**Power grid**

Pins as bars on the die edge. Tap cells in gray.
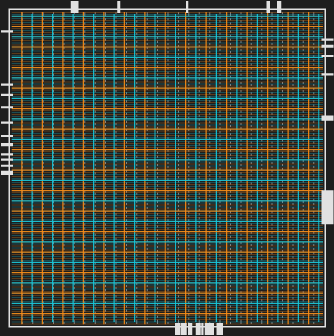
**Placed cells, one color a class**

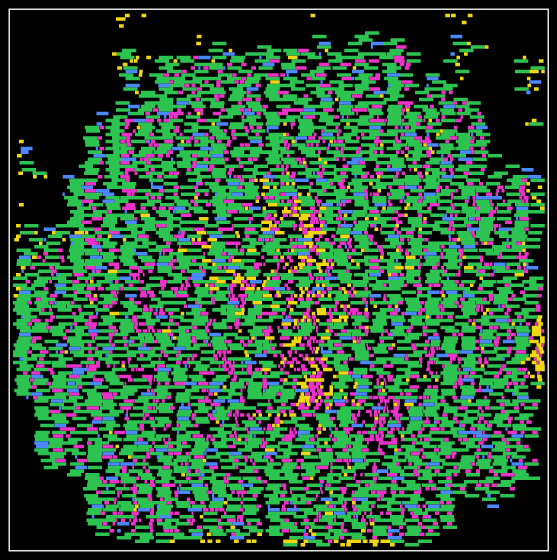
**Clock wires, drivers and flops**

Bar = 100 um.
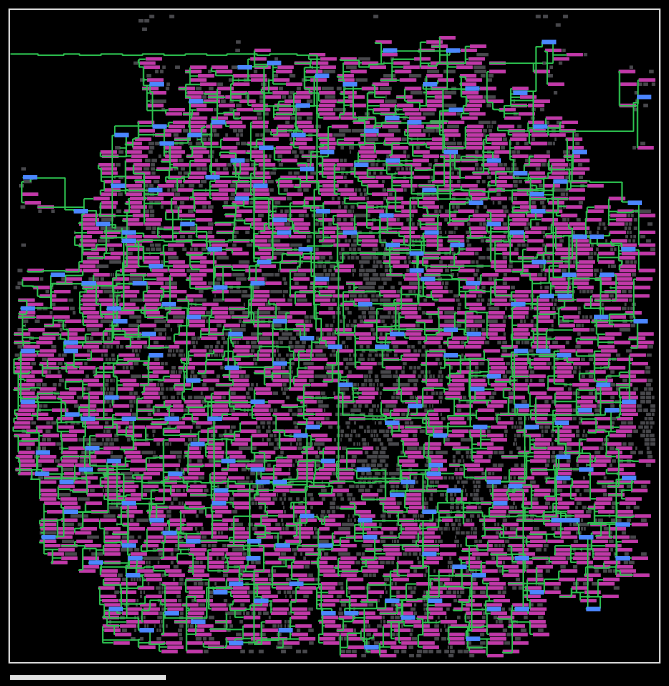
**Metal layers overlaid**

Bar = 100 um.
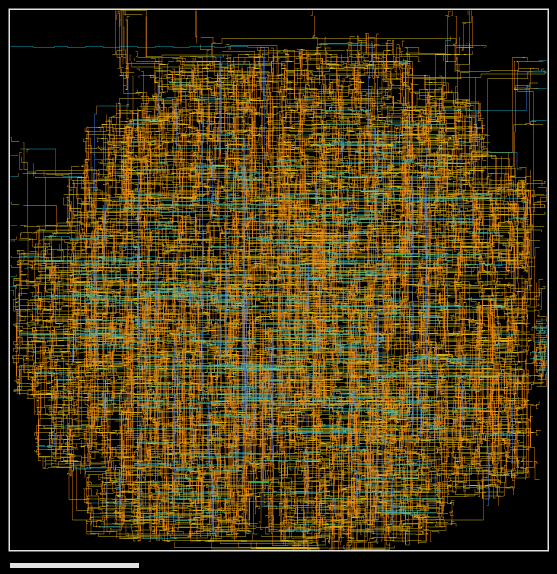
**Congestion heat map**

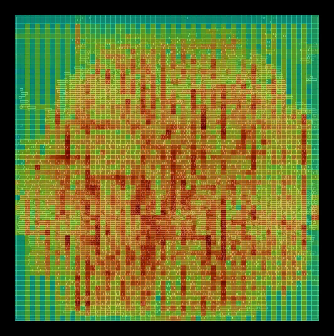
Design mem_responder, sky130hd; sources not shown.
==> deck_impl_summary.md <==
Flow Results at a Glance

GRT
  • First-pass GRT wire length: 320000 um
  • Largest net degree at the start of global routing: 97
  • Initial antenna violation count: 5

Die
  • Io pins: 103
  • Die area: 175000 um^2
  • Fp_density: 47.7%

Pwr
  • Internal power: 40400 uW
  • Power per cell area: 563 nW/um^2
  • Net Sw Frac: 24.2%
  • Top pwr grp: registers
  • Combinational cell power: 5640 uW
  • Reg power frac: 50.9%

STA
  • RSZ-0062 raised after global routing: no
  • Worst hold margin: 0.267 ns
  • Worst slew pin tran: 1.43 ns
  • Minimum clock period: 3.56 ns
  • Final WS setup: 0.139 ns
  • Fin crit share: 96.2%
  • Max-slew violations: 0
  • Fin. Hold Viols: 0
  • Final setup viols: 0
  • Setup TNS: 0 ns
  • Fmax: 281 MHz

Synth
  • Register share after synthesis: 78.0%
  • Synthesis area per yosys: 81400 um^2
  • Dominant register cell: edfxtp_1
  • Synth flops: 2127
  • Cells after synthesis: 4473
  • Mean Syn Cell Area: 18.2 um^2
  • Synth area leaders: edfxtp_1, mux2i_1, mux4_2
  • Post-synthesis adder-cell area fraction: 0.0154%
  • Xor/xnor share: 0%
  • Top cell area share: 77.0%
  • Yosys cell types: 64
  • Most frequent cells after synthesis: edfxtp_1, mux2i_1, a22oi_1
  • Synth Area in Compound Gates: 9.04%
  • Yosys Instances: 4473
  • EDFF count, synth: 2088
  • Synth async-reset ratio: 0%
  • Basic Gates by Area: 3.20%
  • Count leader, synth: edfxtp_1

Detailed routing
  • Detail Route met3 WL: 19200 um
  • Top sig layer: met5
  • DRT antenna net count: 0
  • Met1 WL: 90000 um
  • Remaining DRCs: 0
  • Drt first-iter violations: 5703
  • Avg Vias per Cell: 6.29

Final layout
  • Net count, final: 4901
  • Area Overhead vs Synth: 16.3%
  • Layout cells sized above 1: 19.5%
  • Clock buf count: 215
  • Clk cell area share: 7.03%
  • Fill count: 12917
  • Most numerous logic cell after layout: edfxtp_1
  • Nonclk inv count: 38
  • Largest cell class: flip-flops and latches
  • Most frequent cells in the layout: edfxtp_1, buf_4, mux2i_1
  • Logic area: 17000 um^2
  • Fraction of area in multi-input gates: 18.0%

Clock network
  • Post-CTS Setup Bufs: 0
  • Cts hold-fix bufs: 1
  • Clock tree buffer depth: 3
  • Clock root buffer master: clkbuf_16
  • Resized cells post-CTS: 0
  • Num CTS Buffers: 213
  • Clock sink count: 2127
  • Clock slew at reported path FFs: 0.06 ns

Flow run
  • Max Cap Violations: 0
  • Log Warnings: 27

Status
  • Outcome: completed

Setup path
  • Worst Setup End Kind: register
  • Levels on crit path: 8
  • FF-to-FF setup slack: 0.14 ns
  • CP bufs+invs: 1
  • Delay-heaviest family, CP: simple AND/OR/NAND/NOR gates
  • CP Class: reg -> reg
  • Slowest stage delay, CP: 0.70 ns
  • Critical-path cell list: nor2b_1 -> nand2_2 -> buf_4 -> o22ai_1 -> or4_1 -> nor2b_1 -> a32oi_1 -> o32ai_1
  • Arrival @ worst endpoint: 4.31 ns
  • Worst Setup Start Kind: register
  • Worst path slowest cell: o22ai_1

Placed design
  • Placer Congestion: 0.855
  • Placed Area: 88000 um^2
  • Pre-CTS setup slack: 0.160 ns
  • Post-DP HPWL: 135000 um
  • Port bufs: 102
-- 'power grid' (at the start) --
Key: cyan = VDD; orange = VSS
2233 tap cells. 153 met1 rails follow the rows.
core area: 171000 um^2
Peak VDD IR: 0.000554 V
Die Ht: 419 um
width of the die: 417 um

-- 'placed cells, one color a class' (at the start) --
Key: yellow = other buffers and delay cells [cells 463]; green = flip-flops [cells 2127]; magenta = all other logic [cells 2027]; blue = clock drivers and dummy loads [cells 389]
flop share of the area: 67.1%
Layout Utilization: 55.5%
fin area: 94700 um^2
Rows: 152

-- 'clock wires, drivers and flops' (at the start) --
Key: green = clock wires [length 23.4 mm]; blue = cells driving clock nets [count 213]; magenta = flip-flops [count 2127]
Position of the flops: spread over the die. There are 214 routed clock nets.
clock network power share: 38.5%
skew final: 0.0454 ns
clk pwr: 20500 uW
Latency at later pin: 0.86 ns

-- 'metal layers overlaid' (at the start) --
Key: yellow = met1 [wire length 90.0 mm]; blue = met4 [wire length 8120 um]; green = met5 [wire length 21.2 um]; cyan = met3 [wire length 19200 um]; orange = met2 [wire length 106 mm]
vias post-DR: 45547
Routed wire per std cell: 30.8 um
DRT Wirelength: 223000 um
GRT Util Overall: 25.3%

-- 'congestion heat map' (at the start) --
met2 Use GR: 40.1%
met1 Use GR: 35.4%
Most Crowded Layer GR: met2
met3 GRT Util: 4.39%

Power and IR drop assume default switching activity.
